**src/rtl/dmem_access_unit_if.sv**
```systemverilog
// Pipeline-side and memory-side signals of the data-memory access unit.
// The DUT uses the slave modport; the pipeline/memory environment uses master.
interface dmem_access_unit_if #(
  parameter int DATA_WIDTH  = 32,
  parameter int ADDR_WIDTH  = 32,
  parameter int FUNC3_WIDTH = 3
);
  logic                      memReadMeM;
  logic                      memWriteMeM;
  logic [FUNC3_WIDTH-1:0]    func3MeM;
  logic [ADDR_WIDTH-1:0]     addrMeM;
  logic [DATA_WIDTH-1:0]     wdataMeM;
  logic                      stallMem;
  logic [DATA_WIDTH-1:0]     loadDataMem;
  logic                      loadValidMem;
  logic                      accessFault;
  logic [ADDR_WIDTH-1:0]     faultAddr;
  logic                      memReq;
  logic                      memWe;
  logic [ADDR_WIDTH-1:0]     memAddr;
  logic [DATA_WIDTH-1:0]     memWdata;
  logic [DATA_WIDTH/8-1:0]   memBe;
  logic [DATA_WIDTH-1:0]     memRdata;
  logic                      memAck;

  modport slave (
    input  memReadMeM, memWriteMeM, func3MeM, addrMeM, wdataMeM, memRdata, memAck,
    output stallMem, loadDataMem, loadValidMem, accessFault, faultAddr,
           memReq, memWe, memAddr, memWdata, memBe
  );

  modport master (
    output memReadMeM, memWriteMeM, func3MeM, addrMeM, wdataMeM, memRdata, memAck,
    input  stallMem, loadDataMem, loadValidMem, accessFault, faultAddr,
           memReq, memWe, memAddr, memWdata, memBe
  );
endinterface

```
**src/rtl/dmem_access_unit.sv**
```systemverilog
// MEM-stage data memory access unit: decodes size/alignment, drives a
// req/ack memory bus with lane shifting, and extends load data.
module dmem_access_unit #(
  parameter int DATA_WIDTH  = 32,
  parameter int ADDR_WIDTH  = 32,
  parameter int TIMEOUT     = 255,
  parameter int FUNC3_WIDTH = 3
) (
  input  logic               clk,
  input  logic               rst,
  dmem_access_unit_if.slave  bus
);
  localparam int BEW = DATA_WIDTH / 8;
  localparam int LB  = $clog2(BEW);
  localparam int WW  = (TIMEOUT > 0) ? $clog2(TIMEOUT + 1) : 1;

  typedef enum logic [1:0] {IDLE, BUSY, DONE} state_t;

  state_t                  r_state;
  logic [WW-1:0]           r_wait;
  logic                    r_req, r_we, r_loadValid, r_fault, r_isLoad, r_unsigned;
  logic [ADDR_WIDTH-1:0]   r_addr, r_faultAddr;
  logic [DATA_WIDTH-1:0]   r_wdata, r_ldata;
  logic [BEW-1:0]          r_be;
  logic [1:0]              r_size;
  logic [LB-1:0]           r_lane;

  logic                    w_anyAccess, w_oneAccess, w_legal, w_aligned, w_unsigned;
  logic [1:0]              w_size;
  logic [LB-1:0]           w_lane;
  logic [BEW-1:0]          w_beMask;
  logic [DATA_WIDTH-1:0]   w_rsh, w_ldExt;

  assign w_anyAccess = bus.memReadMeM | bus.memWriteMeM;
  assign w_oneAccess = bus.memReadMeM ^ bus.memWriteMeM;
  assign w_lane      = bus.addrMeM[LB-1:0];

  always_comb begin
    w_size     = 2'd0;
    w_legal    = 1'b0;
    w_unsigned = 1'b0;
    w_aligned  = 1'b1;
    w_beMask   = '0;
    // Unsigned codes exist only for loads; D and WU only on a 64-bit bus.
    case (bus.func3MeM)
      FUNC3_WIDTH'(0): begin w_size = 2'd0; w_legal = 1'b1; end
      FUNC3_WIDTH'(1): begin w_size = 2'd1; w_legal = 1'b1; end
      FUNC3_WIDTH'(2): begin w_size = 2'd2; w_legal = 1'b1; end
      FUNC3_WIDTH'(3): begin w_size = 2'd3; w_legal = (DATA_WIDTH == 64); end
      FUNC3_WIDTH'(4): begin w_size = 2'd0; w_unsigned = 1'b1; w_legal = bus.memReadMeM; end
      FUNC3_WIDTH'(5): begin w_size = 2'd1; w_unsigned = 1'b1; w_legal = bus.memReadMeM; end
      FUNC3_WIDTH'(6): begin
        w_size = 2'd2; w_unsigned = 1'b1; w_legal = (DATA_WIDTH == 64) && bus.memReadMeM;
      end
      default: ;
    endcase
    if (!w_oneAccess) w_legal = 1'b0;
    case (w_size)
      2'd1:    begin w_aligned = (bus.addrMeM[0] == 1'b0);   w_beMask = BEW'(4'h3); end
      2'd2:    begin w_aligned = (bus.addrMeM[1:0] == 2'b0); w_beMask = BEW'(4'hF); end
      2'd3:    begin w_aligned = (bus.addrMeM[2:0] == 3'b0); w_beMask = '1; end
      default: begin w_aligned = 1'b1;                       w_beMask = BEW'(4'h1); end
    endcase
  end

  assign w_rsh = bus.memRdata >> {r_lane, 3'b000};

  always_comb begin
    case (r_size)
      2'd0:    w_ldExt = r_unsigned ? DATA_WIDTH'(w_rsh[7:0])  : DATA_WIDTH'($signed(w_rsh[7:0]));
      2'd1:    w_ldExt = r_unsigned ? DATA_WIDTH'(w_rsh[15:0]) : DATA_WIDTH'($signed(w_rsh[15:0]));
      2'd2:    w_ldExt = r_unsigned ? DATA_WIDTH'(w_rsh[31:0]) : DATA_WIDTH'($signed(w_rsh[31:0]));
      default: w_ldExt = w_rsh;
    endcase
  end

  always_ff @(posedge clk) begin
    if (rst) begin
      r_state     <= IDLE;
      r_wait      <= '0;
      r_req       <= 1'b0;
      r_we        <= 1'b0;
      r_addr      <= '0;
      r_wdata     <= '0;
      r_be        <= '0;
      r_ldata     <= '0;
      r_loadValid <= 1'b0;
      r_fault     <= 1'b0;
      r_faultAddr <= '0;
      r_isLoad    <= 1'b0;
      r_unsigned  <= 1'b0;
      r_size      <= 2'd0;
      r_lane      <= '0;
    end else begin
      r_loadValid <= 1'b0;
      r_fault     <= 1'b0;
      case (r_state)
        IDLE: if (w_anyAccess) begin
          if (w_legal && w_aligned) begin
            r_req      <= 1'b1;
            r_we       <= bus.memWriteMeM;
            r_addr     <= {bus.addrMeM[ADDR_WIDTH-1:LB], {LB{1'b0}}};
            r_wdata    <= bus.wdataMeM << {w_lane, 3'b000};
            r_be       <= bus.memWriteMeM ? (w_beMask << w_lane) : '0;
            r_isLoad   <= bus.memReadMeM;
            r_unsigned <= w_unsigned;
            r_size     <= w_size;
            r_lane     <= w_lane;
            r_wait     <= '0;
            r_state    <= BUSY;
          end else begin
            r_fault     <= 1'b1;
            r_faultAddr <= bus.addrMeM;
            r_state     <= DONE;
          end
        end
        BUSY: begin
          if (bus.memAck) begin
            r_req <= 1'b0;
            if (r_isLoad) begin
              r_ldata     <= w_ldExt;
              r_loadValid <= 1'b1;
            end
            r_state <= DONE;
          end else if (TIMEOUT != 0 && r_wait == WW'(TIMEOUT - 1)) begin
            r_req       <= 1'b0;
            r_fault     <= 1'b1;
            r_faultAddr <= bus.addrMeM;
            r_state     <= DONE;
          end else begin
            r_wait <= r_wait + 1'b1;
          end
        end
        DONE:    r_state <= IDLE;
        default: r_state <= IDLE;
      endcase
    end
  end

  assign bus.stallMem     = !rst && ((r_state == IDLE && w_anyAccess) || r_state == BUSY);
  assign bus.memReq       = r_req;
  assign bus.memWe        = r_we;
  assign bus.memAddr      = r_addr;
  assign bus.memWdata     = r_wdata;
  assign bus.memBe        = r_be;
  assign bus.loadDataMem  = r_ldata;
  assign bus.loadValidMem = r_loadValid;
  assign bus.accessFault  = r_fault;
  assign bus.faultAddr    = r_faultAddr;
endmodule

```
**src/flat_wrapper.sv**
```systemverilog
// flat-port wrapper written by rule: the top's interface ports become plain ports
module dmem_access_unit_flat 
#(
  parameter int DATA_WIDTH  = 32,
  parameter int ADDR_WIDTH  = 32,
  parameter int TIMEOUT     = 255,
  parameter int FUNC3_WIDTH = 3
)
  (clk, rst, bus_memReadMeM, bus_memWriteMeM, bus_func3MeM, bus_addrMeM, bus_wdataMeM, bus_memRdata, bus_memAck, bus_stallMem, bus_loadDataMem, bus_loadValidMem, bus_accessFault, bus_faultAddr, bus_memReq, bus_memWe, bus_memAddr, bus_memWdata, bus_memBe);
  dmem_access_unit_if #(.DATA_WIDTH(DATA_WIDTH), .ADDR_WIDTH(ADDR_WIDTH), .FUNC3_WIDTH(FUNC3_WIDTH)) bus_i ();
  input  logic clk;
  input  logic rst;
  input wire logic [$bits(bus_i.memReadMeM)-1:0] bus_memReadMeM;
  input wire logic [$bits(bus_i.memWriteMeM)-1:0] bus_memWriteMeM;
  input wire logic [$bits(bus_i.func3MeM)-1:0] bus_func3MeM;
  input wire logic [$bits(bus_i.addrMeM)-1:0] bus_addrMeM;
  input wire logic [$bits(bus_i.wdataMeM)-1:0] bus_wdataMeM;
  input wire logic [$bits(bus_i.memRdata)-1:0] bus_memRdata;
  input wire logic [$bits(bus_i.memAck)-1:0] bus_memAck;
  output wire logic [$bits(bus_i.stallMem)-1:0] bus_stallMem;
  output wire logic [$bits(bus_i.loadDataMem)-1:0] bus_loadDataMem;
  output wire logic [$bits(bus_i.loadValidMem)-1:0] bus_loadValidMem;
  output wire logic [$bits(bus_i.accessFault)-1:0] bus_accessFault;
  output wire logic [$bits(bus_i.faultAddr)-1:0] bus_faultAddr;
  output wire logic [$bits(bus_i.memReq)-1:0] bus_memReq;
  output wire logic [$bits(bus_i.memWe)-1:0] bus_memWe;
  output wire logic [$bits(bus_i.memAddr)-1:0] bus_memAddr;
  output wire logic [$bits(bus_i.memWdata)-1:0] bus_memWdata;
  output wire logic [$bits(bus_i.memBe)-1:0] bus_memBe;
  assign bus_i.memReadMeM = bus_memReadMeM;
  assign bus_i.memWriteMeM = bus_memWriteMeM;
  assign bus_i.func3MeM = bus_func3MeM;
  assign bus_i.addrMeM = bus_addrMeM;
  assign bus_i.wdataMeM = bus_wdataMeM;
  assign bus_i.memRdata = bus_memRdata;
  assign bus_i.memAck = bus_memAck;
  assign bus_stallMem = bus_i.stallMem;
  assign bus_loadDataMem = bus_i.loadDataMem;
  assign bus_loadValidMem = bus_i.loadValidMem;
  assign bus_accessFault = bus_i.accessFault;
  assign bus_faultAddr = bus_i.faultAddr;
  assign bus_memReq = bus_i.memReq;
  assign bus_memWe = bus_i.memWe;
  assign bus_memAddr = bus_i.memAddr;
  assign bus_memWdata = bus_i.memWdata;
  assign bus_memBe = bus_i.memBe;
  dmem_access_unit #(.DATA_WIDTH(DATA_WIDTH), .ADDR_WIDTH(ADDR_WIDTH), .TIMEOUT(TIMEOUT), .FUNC3_WIDTH(FUNC3_WIDTH)) u_core (.clk(clk), .rst(rst), .bus(bus_i));
endmodule
```
**config.mk**
```make
export PLATFORM = sky130hd
export DESIGN_NAME = dmem_access_unit_flat
export DESIGN_NICKNAME = d
export VERILOG_FILES = /design/src/rtl/dmem_access_unit_if.sv /design/src/rtl/dmem_access_unit.sv /design/src/flat_wrapper.sv
export SDC_FILE = /design/constraint.sdc
export NUM_CORES = 1
export LEC_CHECK = 0
export CAP_MARGIN = 20
export CORE_ASPECT_RATIO = 0.75
export CORE_MARGIN = 2
export CORE_UTILIZATION = 45
export CTS_CLUSTER_SIZE = 16
export DETAILED_ROUTE_END_ITERATION = 10
export MAX_ROUTING_LAYER = met4
export PLACE_DENSITY = 0.88
export SETUP_SLACK_MARGIN = 0.05
export SYNTH_ARGS = -nofsm -noshare
export SYNTH_HDL_FRONTEND = slang
export SYNTH_SLANG_ARGS = --single-unit
```
**constraint.sdc**
```tcl
create_clock -name clk -period 2.55 [get_ports clk]
set_clock_uncertainty 0.2 [all_clocks]
set_input_delay 0.51 -clock clk [delete_from_list [all_inputs] [get_ports clk]]
set_output_delay 0.51 -clock clk [all_outputs]
set_load 0.05 [all_outputs]
```
==> run summary, run 1 <==
Synthesis and place-and-route results.

- The run finished with clean final reports.
- After synthesis, the design contains 779 cells according to Yosys.
- The buffering overhead is 28.7%.
- The core area is 14400 µm².
- The power in combinational cells is 1.33 mW.
- Sequential cells burn 39.8% of the power.
- At the later pin of the worst-skew pair, clock insertion delay measures 410 ps.
- The cell with the most instances after synthesis is nand2_1.
- The buffering stage count on the worst path with inverters included is 1.
- The highest achievable clock rate is 0.410 GHz.
- Power spread over the standard cell area amounts to 629 nW/µm².
- In this run the cell area of the synthesized design comes to 6570 µm².
- The well-tap cell count is 200.
- According to the finish report, the design has a final net count of 1136.
- The final non-filler cell total is 1242.
- The logic area is 3240 µm².
- The wire length on met1 is 9120 µm.
- Counting the clock-network buffers in the layout gives 19.
- The count of distinct cell types in the synthesized netlist is 50.
- In the synthesized netlist the async set-or-reset flop fraction comes to 0%.
- After legalization and detailed placement, the total HPWL measured 14700 µm.
- The aggregate global-route resource usage is 26.4%.
- The critical path endpoint has a required time of 2680 ps.
- The tally of yosys warning messages is 0.
- The H-tree was split into 4 levels.
- Per the final timing report, the hold violations number 0.
- The shortest clock period the worst path allows after layout is 2440 ps.
- The placed standard-cell area is 9350 µm².
- The final timing report lists a max-slew violation count of 0.
- The post-CTS repair timing setup buffer count is 0.
- For reference, the critical path cell chain is clkdlybuf4s50_1 -> a21o_1 -> a2111oi_2 -> a21oi_2 -> or4_1 -> a21oi_1.
- The critical path crosses 6 cells after its start point.
- The main logic family after synthesis is simple AND/OR/NAND/NOR gates.
- The hold buffer count at cts is 0.
- The count of buffers inserted at the top-level ports is 238.
- The largest power group is sequential cells.
- The share of Yosys cell area claimed by the top area cell type is 45.7%.
- Per the slew report, the remaining headroom to the max-slew limit stands at 51.1%.
- The post-route core utilization is 69.5%.
- The longest individual stage delay on the worst path is 510 ps.
- For this sky-water flow run, the detailed-routed wirelength per cell is reported as 16.3 µm.
- The fraction of cell area in multi-input combinational cells is reported as 32.5%.
- The total overflow left after global routing is 0.
- The overall power is 6.28 mW.
- The repair_antennas step left the layout with diodes totalling 0.
- According to the I/O placement log, the pin count is 241.
- The maximum number of pins on one net before global-route repair is 66.
- The top cell types in the final layout, fill and taps aside, are clkdlybuf4s50_1 (232), nand2_1 (155), dfxtp_1 (150).
- Internal power comes to 4.42 mW.
- For reference, the mux area share after synthesis is 13.0%.
==> run_1/met1.png <==
Scale: 2 px per µm.
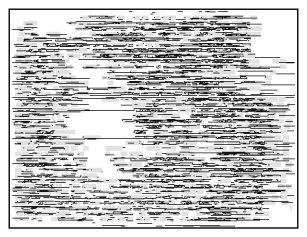
wire length on this layer	9120 µm
longest straight run	37.3 µm
main direction	horizontal
global routing usage on met1: 34.1%
DRT Wirelength: 20300 µm
Vias: 6524

==> run_1/met2.png <==
Scale: 3 px per µm.
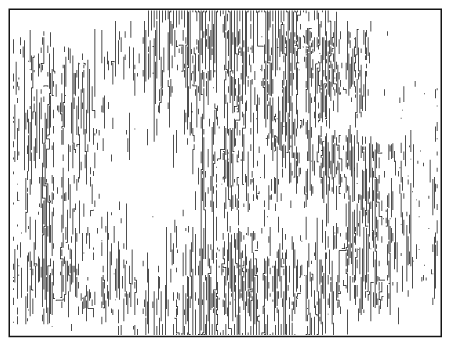
wire length on this layer	9160 µm
nets with wire on the layer	956
main direction	vertical

==> run_1/met3.png <==
Scale: 2 px per µm.
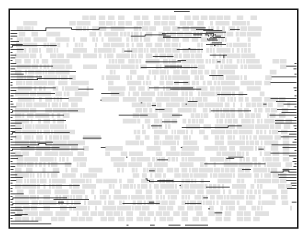
wire length on this layer	1700 µm
share of all routed wire	8.4%
main direction	horizontal
nets with wire on the layer	168
longest straight run	35.9 µm

## Run 2: what changed since run 1
CTS_CLUSTER_SIZE = 40   (was 16)
==> run_2/met4.png <==
Scale: 2 px per µm.
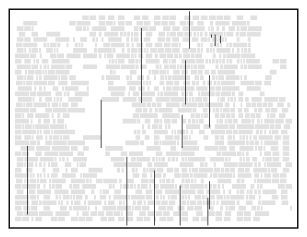
longest straight run	37.4 µm
wire length on this layer	296 µm

==> run 2 against run 1 <==
  * Die area unchanged
  * Register-to-register slack about the same
  * Power is the same
  * Area after synthesis did not move
  * Synthesized cell count stayed put
  * Non-clock buffer count is the same
  * Cell count unchanged
  * Global-route usage stayed put
  * Worst setup slack unchanged
  * Hold slack did not move
  * Clock power hardly changed
  * Critical path type unchanged
  * Critical endpoint unchanged
  * Largest cell class unchanged
  * Highest routed layer unchanged
==> run summary, run 2 <==
Synthesis and place-and-route results.

- The buffering overhead came to 28.7% (unchanged).
- The power in combinational cells was 1.33 mW (about the same).
- The wire length on met1 was 9120 µm (unchanged).
- The number of hold violations in the final report is 0 (unchanged).
- The count of buffers inserted at the top-level ports came to 238 (unchanged).
- The highest achievable clock rate is 0.410 GHz (unchanged).
- The core area was 14400 µm² (unchanged).
- The routed wire length per instance is 16.3 µm (unchanged).
- For reference, the top logic cell family by area is simple AND/OR/NAND/NOR gates.
- The maximum number of pins on one net before global-route repair is 66 (unchanged).
- The most common logic cells in the final layout are clkdlybuf4s50_1 (232), nand2_1 (155), dfxtp_1 (150).
- The share of flip-flops with an asynchronous set or reset after synthesis is 0% (unchanged).
- The cell sequence reported for the critical path is clkdlybuf4s50_1 -> a21o_1 -> a2111oi_2 -> a21oi_2 -> or4_1 -> a21oi_1.
- The buffering stage count on the worst path with inverters included is 1 (unchanged).
- The placed standard-cell area is 9350 µm² (unchanged).
- The flow ran to the end, and the final reports show no timing, DRC or antenna violations.
- The diode insertion count for antenna repair was 0 (unchanged).
- The proportion of power drawn by flip-flops and latches is 39.8% (about the same).
- The mux contribution to synthesized area came to 13.0% (unchanged).
- The logic area is 3240 µm² (unchanged).
- The fraction of area in multi-input gates is 32.5% (unchanged).
Power and IR drop assume default switching activity.
